### Placement density heat map, run 1

8 x 8 tiles, from white (low) to dark blue (high), 0 to 100% covered.
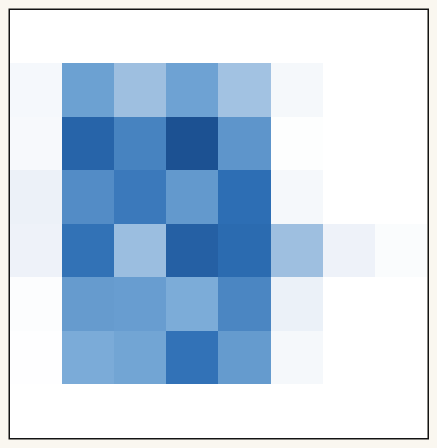
### Where the registers sit, run 1

Scale bar: 20 um. Other sequential cells in the stronger gray, the rest of the logic in the fainter gray.
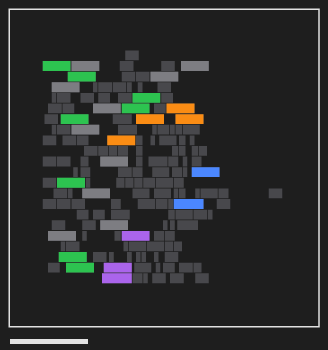
### I/O pins on the die edge, run 1

Scale bar: 20 um. Pins as bars across the die edge, other pins in gray.
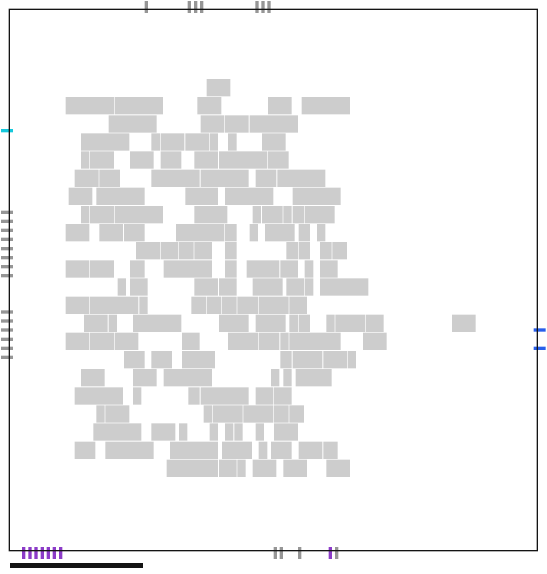
===== config.mk =====
export PLATFORM = sky130hd
export DESIGN_NAME = shreg_tx_ctrl
export DESIGN_NICKNAME = d
export VERILOG_FILES = /design/src/rtl/shreg_tx_ctrl.sv
export SDC_FILE = /design/constraint.sdc
export NUM_CORES = 1
export LEC_CHECK = 0
export ABC_AREA = 0
export CORE_AREA = 8 8 71 73
export DETAILED_ROUTE_END_ITERATION = 8
export DIE_AREA = 0 0 79 81
export SLEW_MARGIN = 20
export SYNTH_ARGS = -nofsm -noshare
export SYNTH_HDL_FRONTEND = slang
export SYNTH_SLANG_ARGS = --single-unit

===== constraint.sdc =====
create_clock -name clk -period 2.2 [get_ports clk]
set_input_delay 0.44 -clock clk [delete_from_list [all_inputs] [get_ports clk]]
set_output_delay 0.44 -clock clk [all_outputs]
set_load 0.005 [all_outputs]

===== src/rtl/shreg_tx_ctrl.sv =====
// Serial transmit sequencer for an external shift-left/zero-fill register:
// buffers one word, loads it into shreg, then frames the MSB-first bit stream.
module shreg_tx_ctrl #(
  parameter int WIDTH = 8,
  parameter int GAP   = 1
) (
  input  logic             clk,
  input  logic             rst_n,
  input  logic             in_valid,
  input  logic [WIDTH-1:0] in_data,
  output logic             in_ready,
  output logic             sh_ld,
  output logic [WIDTH-1:0] sh_d,
  input  logic [WIDTH-1:0] sh_q,
  output logic             ser_valid,
  output logic             ser_bit,
  output logic             ser_first,
  output logic             ser_last,
  output logic             busy,
  output logic [1:0]       dbg_state
);

  localparam int                CW        = (WIDTH > 1) ? $clog2(WIDTH) : 1;
  localparam logic [CW-1:0]     CNT_LAST  = CW'(WIDTH - 1);
  localparam logic [3:0]        GCNT_LAST = (GAP > 0) ? 4'(GAP - 1) : 4'd0;

  typedef enum logic [1:0] {S_IDLE, S_LOAD, S_SHIFT, S_GAP} state_t;

  state_t           state_q, state_d;
  logic             hold_vld_q, hold_vld_d;
  logic [WIDTH-1:0] hold_data_q, hold_data_d;
  logic             sh_ld_q, sh_ld_d;
  logic [WIDTH-1:0] sh_d_q, sh_d_d;
  logic [CW-1:0]    cnt_q, cnt_d;
  logic [3:0]       gcnt_q, gcnt_d;
  logic             fire;
  logic             launch;
  logic             unused_sh_q;

  // Handshake: a word transfers on a rising edge where in_valid & in_ready;
  // in_ready depends only on rst_n and the buffer flag, never on in_valid.
  assign in_ready = rst_n & ~hold_vld_q;
  assign fire     = in_valid & in_ready;

  always_comb begin
    state_d     = state_q;
    hold_vld_d  = hold_vld_q;
    hold_data_d = hold_data_q;
    sh_ld_d     = 1'b0;
    sh_d_d      = sh_d_q;
    cnt_d       = cnt_q;
    gcnt_d      = gcnt_q;
    launch      = 1'b0;

    if (fire) begin
      hold_vld_d  = 1'b1;
      hold_data_d = in_data;
    end

    case (state_q)
      S_IDLE: begin
        if (hold_vld_q) launch = 1'b1;
      end
      S_LOAD: begin
        state_d = S_SHIFT;
        cnt_d   = '0;
      end
      S_SHIFT: begin
        if (cnt_q != CNT_LAST) begin
          cnt_d = cnt_q + 1'b1;
        end else if (GAP > 0) begin
          state_d = S_GAP;
          gcnt_d  = '0;
        end else if (hold_vld_q) begin
          launch = 1'b1;
        end else begin
          state_d = S_IDLE;
        end
      end
      S_GAP: begin
        gcnt_d = gcnt_q + 1'b1;
        if (gcnt_q == GCNT_LAST) begin
          if (hold_vld_q) launch = 1'b1;
          else            state_d = S_IDLE;
        end
      end
      default: state_d = S_IDLE;
    endcase

    // Launch only happens with the buffer full, so it never collides with fire.
    if (launch) begin
      state_d    = S_LOAD;
      sh_ld_d    = 1'b1;
      sh_d_d     = hold_data_q;
      hold_vld_d = 1'b0;
    end
  end

  always_ff @(posedge clk) begin
    if (!rst_n) begin
      state_q     <= S_IDLE;
      hold_vld_q  <= 1'b0;
      hold_data_q <= '0;
      sh_ld_q     <= 1'b0;
      sh_d_q      <= '0;
      cnt_q       <= '0;
      gcnt_q      <= '0;
    end else begin
      state_q     <= state_d;
      hold_vld_q  <= hold_vld_d;
      hold_data_q <= hold_data_d;
      sh_ld_q     <= sh_ld_d;
      sh_d_q      <= sh_d_d;
      cnt_q       <= cnt_d;
      gcnt_q      <= gcnt_d;
    end
  end

  assign sh_ld     = sh_ld_q;
  assign sh_d      = sh_d_q;
  // Only the register MSB matters, and only while shifting.
  assign ser_valid = (state_q == S_SHIFT);
  assign ser_bit   = ser_valid & sh_q[WIDTH-1];
  assign ser_first = ser_valid & (cnt_q == '0);
  assign ser_last  = ser_valid & (cnt_q == CNT_LAST);
  assign busy      = (state_q != S_IDLE) | hold_vld_q;
  assign dbg_state = state_q;

  assign unused_sh_q = ^sh_q[WIDTH-2:0];

endmodule

==> results.txt, run 1 <==
Observations from the implementation run.

Logic synthesis:
- The run puts the area share of the largest cell type after synthesis at 0.445.
- The run puts the number of instances in the synthesized netlist at approximately 120.
- The run puts the tally of unique sky130hd cells used after synthesis at 33.
- The run gives the netlist area before placement as 1210 um^2.
- The run gives the area fraction in compound gates after synthesis as 0.162.
- The run gives the most common cell in the synthesized netlist as sky130_fd_sc_hd__dfxtp_1.
- The run puts the area fraction in full adders, half adders and majority gates at 0.113.
- Among all flip-flop cells after synthesis, the most frequent one is sky130_fd_sc_hd__dfxtp_1.
- The synthesis run identifies the leading combinational cell family as simple AND/OR/NAND/NOR gates.
- The commonest cells after synthesis are sky130_fd_sc_hd__dfxtp_1 (27), sky130_fd_sc_hd__nor2_1 (15), sky130_fd_sc_hd__ha_1 (11).
- The run gives the share of flip-flops with an asynchronous set or reset after synthesis as 0.
- The run puts the yosys synthesis chip area at roughly 1200 um^2.
- Of the post-synthesis cell area, the part taken by muxes is 0.0659.
- The run puts the xor and xnor area share after synthesis at 0.
- The run puts the number of enable flip-flop cells at 0.
- The Yosys step of the flow raised 0 warnings.
- The run puts the number of nets produced by synthesis at approximately 150.
- The number of cells reported by Yosys stat comes to between 100 and 150.

Global route:
- The run puts the total global routing track utilization at 0.0879.
- The run puts the global routing met1 resource utilization at 0.0999.
- The run gives the number of global-route vias before repair as roughly 990.
- Entering global routing, the biggest net connects 18 pins.
- The run puts the wire length of the first global-routing pass at ~4.6 mm.
- The run puts the remaining global-route overflow at 0.
- Global route summary, busiest routing layer listed as met2.
- The global routing report lists met2 layer usage as 0.150.
- The run puts the initial antenna violation count at 0.
- The run puts the met3 demand-to-capacity share in global routing at 0.0320.

Cells and area:
- Per the final layout report, the fraction of cells sized above drive strength 1 comes to 0.115.
- The run gives the area taken by multi-input logic gates as around 630 um^2.
- After the last flow step, the layout net total stands at ~190.
- The run gives the number of filler instances in the final layout as around 420.
- The area growth from synthesis to layout is 33.6%.
- Ranking logic cells in the layout by count gives the top entries sky130_fd_sc_hd__clkdlybuf4s50_1 (28), sky130_fd_sc_hd__dfxtp_1 (25), sky130_fd_sc_hd__nor2_1 (15), sky130_fd_sc_hd__ha_1 (10).

Placed design:
- The run puts the half-perimeter wire length after placement at between 2 and 2.5 mm.
- The run gives the number of port buffers as 28.
- The run gives the pre-CTS setup slack as between 0.1 and 0.15 ns.

Power:
- The run gives the leakage power as about 0.65 nW.
- The completed layout was analyzed and its total power is roughly 1.4 mW.
- The run gives the design internal power as 0.963 mW.
- The run gives the clock power share as 0.196.
- The run puts the largest voltage drop on the vdd net at ~0.44 mV.
- The run puts the power per unit of standard cell area at a little under 900 nW/um^2.
- The run gives the fraction of power consumed by sequential logic as 0.416.

Routing:
- The run gives the number of detailed-route iterations in the first pass as 4.
- The routed design shows a wire length per standard cell of 13.3 um.
- The run puts the DRC violation count after routing at 0.
- The run gives the sum of met3 wire segment lengths after detailed routing as 164 um.
- Per the detailed-route log, wirelength across all metal layers totals about 2.7 mm.
- Signal routing reaches up to met4.
- The run puts the detailed-route vias per instance at 4.77.
- The run gives the DRC marker count from the first detailed-route iteration as 30.
- The post-route report lists met1 wire length as approximately 1.3 mm.
- The run puts the post-detailed-route count of antenna-violating nets at 0.
- The run puts the total met2 wirelength after detailed routing at 1.30 mm.

STA:
- The run puts the period utilization at 0.937.
- The run gives the worst clock skew as 0.00155 ns.
- The run gives the worst setup slack after layout as 0.138 ns.
- The run gives the worst slew slack as a fraction of its limit as 0.638.
- The transition time recorded at the tightest slew-check pin is between 0.5 and 0.6 ns.
- Setup repair after global routing left no endpoint under its margin.
- The run puts the total negative setup slack at 0 ns.
- The run gives the setup-violating endpoint count in the final report as 0.
- The run gives the smallest hold slack as just under 0.5 ns.
- The run gives the hold violation total from the final report as 0.
- Timing would allow up to approximately 480 MHz.

Die:
- The run gives the effective utilization at floorplan as 0.310.
- The run puts the die extent in y at just over 80 um.
- The run gives the boundary pin count as 36.
- The total area inside the core boundary comes to just under 4000 um^2.
- The run puts the die outline area at 6400 um^2.

Clock network:
- The run puts the worst-skew pair later-pin latency at 0.27 ns.
- The run gives the total number of clock tree sinks as 27.
- TritonCTS built the clock tree.
- The run gives the hold-fix buffer count after cts as 0.
- Buffers added to address setup during post-CTS repair amount to 0.
- Per the CTS log, the maximum H-tree level is 1.
- Looking at the worst setup and hold paths, the clock pins of their registers show a slew of about 0.090 ns.
- The run puts the clock buffer count from CTS at 3.
- The run gives the maximum number of buffers from clock root to sink as 2.

Min path:
- The run gives the startpoint of the lowest-slack hold path as hold_data_q[0].
- In the hold timing report, the worst path depth is 1.

Outcome:
- The flow ran to the end, and the final reports show no timing, DRC or antenna violations.

Worst setup path:
- The run gives the launching element type of the critical path as a flip-flop.
- The run puts the critical path data arrival time at around 1.6 ns.
- The worst setup path is captured at an output pin.

Job:
- The run gives the number of maximum-capacitance constraint violations as 0.
About 'Placement density heat map':
emptiest ninth of the die	upper right
fullest tile	87%
densest ninth of the die	center
nearly empty tiles	45%

About 'Where the registers sit':
color	name in the netlist	placed flops
green	hold_data_q	8
orange	gcnt_q	4
blue	dbg_state	2
purple	cnt_q	3

About 'I/O pins on the die edge':
color	port	pins	direction	edge
blue	dbg_state	2	output	right
purple	sh_q	8	input	bottom
cyan	clk	1	input	left

[run 1: path summary, 6_finish.rpt]
path	end
worst max register to register	sh_d[1]
worst min register to register	sh_d[0]
worst min-delay path	sh_d[0]
worst max-delay path	ser_last
[run 1: critical path: stages (launching register included)]
cell and delay, ns:
sky130_fd_sc_hd__dfxtp_1 0.32, sky130_fd_sc_hd__inv_1 0.11, sky130_fd_sc_hd__ha_2 0.25, sky130_fd_sc_hd__and2_4 0.18
sky130_fd_sc_hd__clkdlybuf4s50_1 0.50
[run 1: power groups by stage]
stage / logic, mW / clock network (mW) / registers, mW
3_3_place_gp: 0.545 / 0 / 0.600
4_1_cts: 0.569 / 0.292 / 0.594
3_5_place_dp: 0.563 / 0 / 0.604
2_1_floorplan: 0.307 / 0 / 0.603
5_1_grt: 0.625 / 0.309 / 0.606
6_report: 0.556 / 0.281 / 0.596
[run 1: sequential cells by signal, summed over array words and instances, names as in the netlist]
signal       flops
hold_data_q      8
gcnt_q           4
dbg_state        2
hold_vld_q       1
sh_d             8
cnt_q            3
sh_ld            1
[run 1: layout make-up]
class | instances | share of cell area
Timing Repair Buffer | 32 | 0.191
Clock inverter | 1 | 0.00463
Multi-Input combinational cell | 85 | 0.387
Tap cell | 50 | 0.0386
Sequential cell | 27 | 0.335
Clock buffer | 3 | 0.0254
Inverter | 8 | 0.0185
[run 1: stage by stage]
step / cell area (um^2) / instances
2_1_floorplan: 1210 / 124
3_3_place_gp: 1570 / 202
3_5_place_dp: 1570 / 202
4_1_cts: 1620 / 206
5_1_grt: 1620 / 206
6_report: 1620 / 206
[run 1: timing repair]
action / CTS / global route
endpoints found under the setup margin: 1 / 1
pin swaps: 0 / 0
resized: 1 / 3
## Run 2: what changed since run 1
CORE_AREA = 2 2 65 67   (was 8 8 71 73)
DIE_AREA = 0 0 67 69   (was 0 0 79 81)
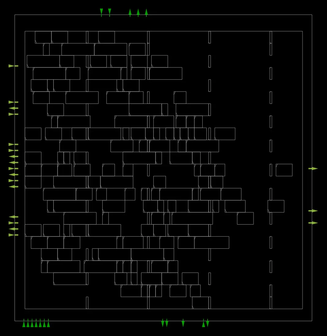
*Placement view, run 2*
Tap Count: 50
Final Instance Count excl. Fillers: 205
final sequential cell count: 27
fillers: 390
floorplan row count: 23

==> results.txt, run 2 <==
Observations from the implementation run.

Cells and area:
- In the layout the commonest cells are sky130_fd_sc_hd__clkdlybuf4s50_1 (28), sky130_fd_sc_hd__dfxtp_1 (26), sky130_fd_sc_hd__nor2_1 (15), sky130_fd_sc_hd__ha_1 (10).
- The run gives the post-route cell area as 1620 um^2.
- In the final layout, excluding clock inverters the inverter count is 8.
- The run puts the sequential cell area share at 0.334.
- The run puts the share of final-layout standard cells stronger than drive strength 1 at 0.103.
- The run gives the area added between synthesis and finish as 33.4%.
- The run puts the logic share of the area at 0.394.
- The run gives the clock network area share as 0.0278.
- The run puts the buffering overhead at 0.187.
- According to the finish report, the design has a final net count of about 190.
- Non-clock buffers in the final layout number 31.

Routing:
- The run gives the number of detailed-route iterations in the first pass as 4.
- The run gives the detailed-route vias per instance as around 4.7.
- Once detail routing completed, the nets flagged for antenna violations numbered 0.
- The run puts the mean routed wirelength per cell at approximately 12 um.
- Detailed-route iteration 0 reported a violation count of 15.

Die:
- The run puts the die outline area at ~4600 um^2.
- The run gives the effective utilization at floorplan as 0.310.
- The run gives the placeable core region as between 3000 and 4000 um^2.
- The run puts the boundary pin count at 36.
- The run gives the die extent in y as a little under 70 um.

Global route:
- The run puts the number of global-route vias before repair at around 1000.
- Recorded from the global router log, the overflow total was 0.
- The run gives the layer with the highest usage as met2.
- met1 track demand over resource after global routing is 0.157.
- The initial antenna violation count was 0.
- For this run, the total global-route usage over all layers was measured as 0.123.
- The run puts the met2 demand-to-capacity share in global routing at 0.196.

STA:
- The run puts the worst setup slack after layout at around 0.11 ns.
- The run gives the worst slew slack as a fraction of its limit as 0.654.
- The run gives the worst clock skew as 0.00186 ns.
- The run puts the smallest hold slack at around 0.48 ns.
- The final timing summary puts the cycle share of the worst path at 0.949.
- Setup repair after global routing left no endpoint under its margin.
- The run puts the hold violation total from the final report at 0.

Logic synthesis:
- The run puts the warning count from the yosys run at 0.
- The most used flip-flop cell after synthesis is sky130_fd_sc_hd__dfxtp_1.
- The run puts the share of flip-flops with an asynchronous set or reset after synthesis at 0.
- Yosys mapped a number of flops with a built-in enable equal to 0.
- The area recorded from the Yosys report for this design is approximately 1200 um^2.
- The share of synthesized area in the top cell type comes to 0.445.
- In this run the cell area of the synthesized design comes to around 1200 um^2.
- The run gives the tally of unique sky130hd cells used after synthesis as 33.
- By count the netlist is led by sky130_fd_sc_hd__dfxtp_1 (27), sky130_fd_sc_hd__nor2_1 (15), sky130_fd_sc_hd__ha_1 (11).

Clock network:
- The run puts the total number of clock tree sinks at 27.
- Gates resized during post-CTS repair numbered 2.
- TritonCTS created 3 clock buffers.
- The run puts the worst-skew pair later-pin latency at around 0.26 ns.
- The number of setup buffers added after CTS is 0.
- The run gives the maximum number of buffers from clock root to sink as 2.

Placed design:
- The run puts the pre-CTS setup slack at between 0.1 and 0.15 ns.
- The run puts the number of port buffers at 28.
- After detailed placement, the total cell area comes to 1560 um^2.
- The run puts the cell count after placement at between 200 and 250.

Worst setup path:
- The run puts the peak per-stage delay on the critical path at around 0.5 ns.
- Data on the critical path arrives at its endpoint at about 1.7 ns.
- The script reports the combined buffer and inverter count of the critical path as 1.
- The run gives the launching element type of the critical path as a flip-flop.
- STA classifies the critical path endpoint as an output pin.
- Per STA, the worst path is made up of ha_1 -> ha_1 -> and2_4 -> clkdlybuf4s50_1.
- Among all stages on the critical path, the largest delay is contributed by sky130_fd_sc_hd__clkdlybuf4s50_1.

Outcome:
- The flow ran to the end, and the final reports show no timing, DRC or antenna violations.

Power:
- The run gives the total power draw as roughly 1.4 mW.
- The run gives the power per unit of standard cell area as approximately 900 nW/um^2.
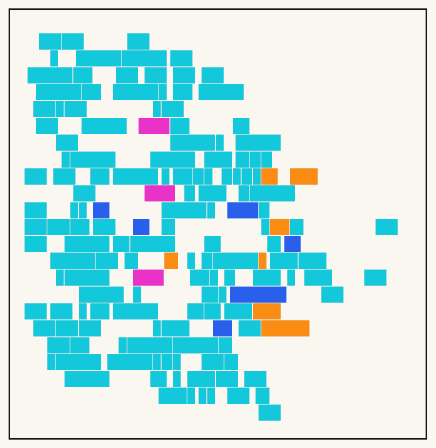
*Cells by drive strength, run 2*
color	size	cells	share
cyan	x1 and smaller	139	90%
magenta	x6 and larger	3	1.9%
orange	x2	7	4.5%
blue	x3 and x4	6	3.9%

[run 2: worst paths after layout]
check / to / slack (ns) / startpoint / depth (start not counted)
setup / recovery: ser_last / 0.11 / cnt_q[0] / 4
hold / removal: sh_d[2] / 0.48 / hold_data_q[2] / 1
setup reg to reg: dbg_state[1] / 0.45 / gcnt_q[0] / 6
hold reg to reg: sh_d[2] / 0.48 / hold_data_q[2] / 1
[run 2: power by group]
group	switching (mW)	leakage [nW]	total (mW)	internal, mW
Sequential	0.0586	0.220	0.607	0.549
Clock	0.142	0.0228	0.272	0.129
Combinational	0.255	0.407	0.538	0.282
Total	0.456	0.650	1.42	0.960
[run 2: cell families (layout without fill, tap and decap cells)]
kind of cell	count (synthesis)	count (layout)	synth area share
adder cells (fa/ha/maj)	11	11	0.113
buffers and inverters	12	43	0.0422
AND/OR/NAND/NOR	40	40	0.172
multiplexers	8	8	0.0659
AND-OR/OR-AND	26	26	0.162
flip-flops	27	27	0.445
[run 2: worst reg2reg max path, cell delays in order (launching register included)]
cell	delay, ns
sky130_fd_sc_hd__dfxtp_1	0.38
sky130_fd_sc_hd__inv_1	0.07
sky130_fd_sc_hd__ha_1	0.21
sky130_fd_sc_hd__and4bb_2	0.24
sky130_fd_sc_hd__o21ai_2	0.18
sky130_fd_sc_hd__and2_1	0.41
sky130_fd_sc_hd__o211a_1	0.21
[run 2: routing by layer]
| metal | up-vias | routed length [um] | share of wire |
|---|---|---|---|
| met1 | 445 | 1170 | 0.46 |
| met4 | 0 | 14 | 0.0055 |
| met2 | 21 | 1220 | 0.48 |
| li1 | 489 | - | - |
| met5 | - | 0 | 0 |
| met3 | 2 | 126 | 0.050 |
Power is estimated from default activity; no workload was simulated.
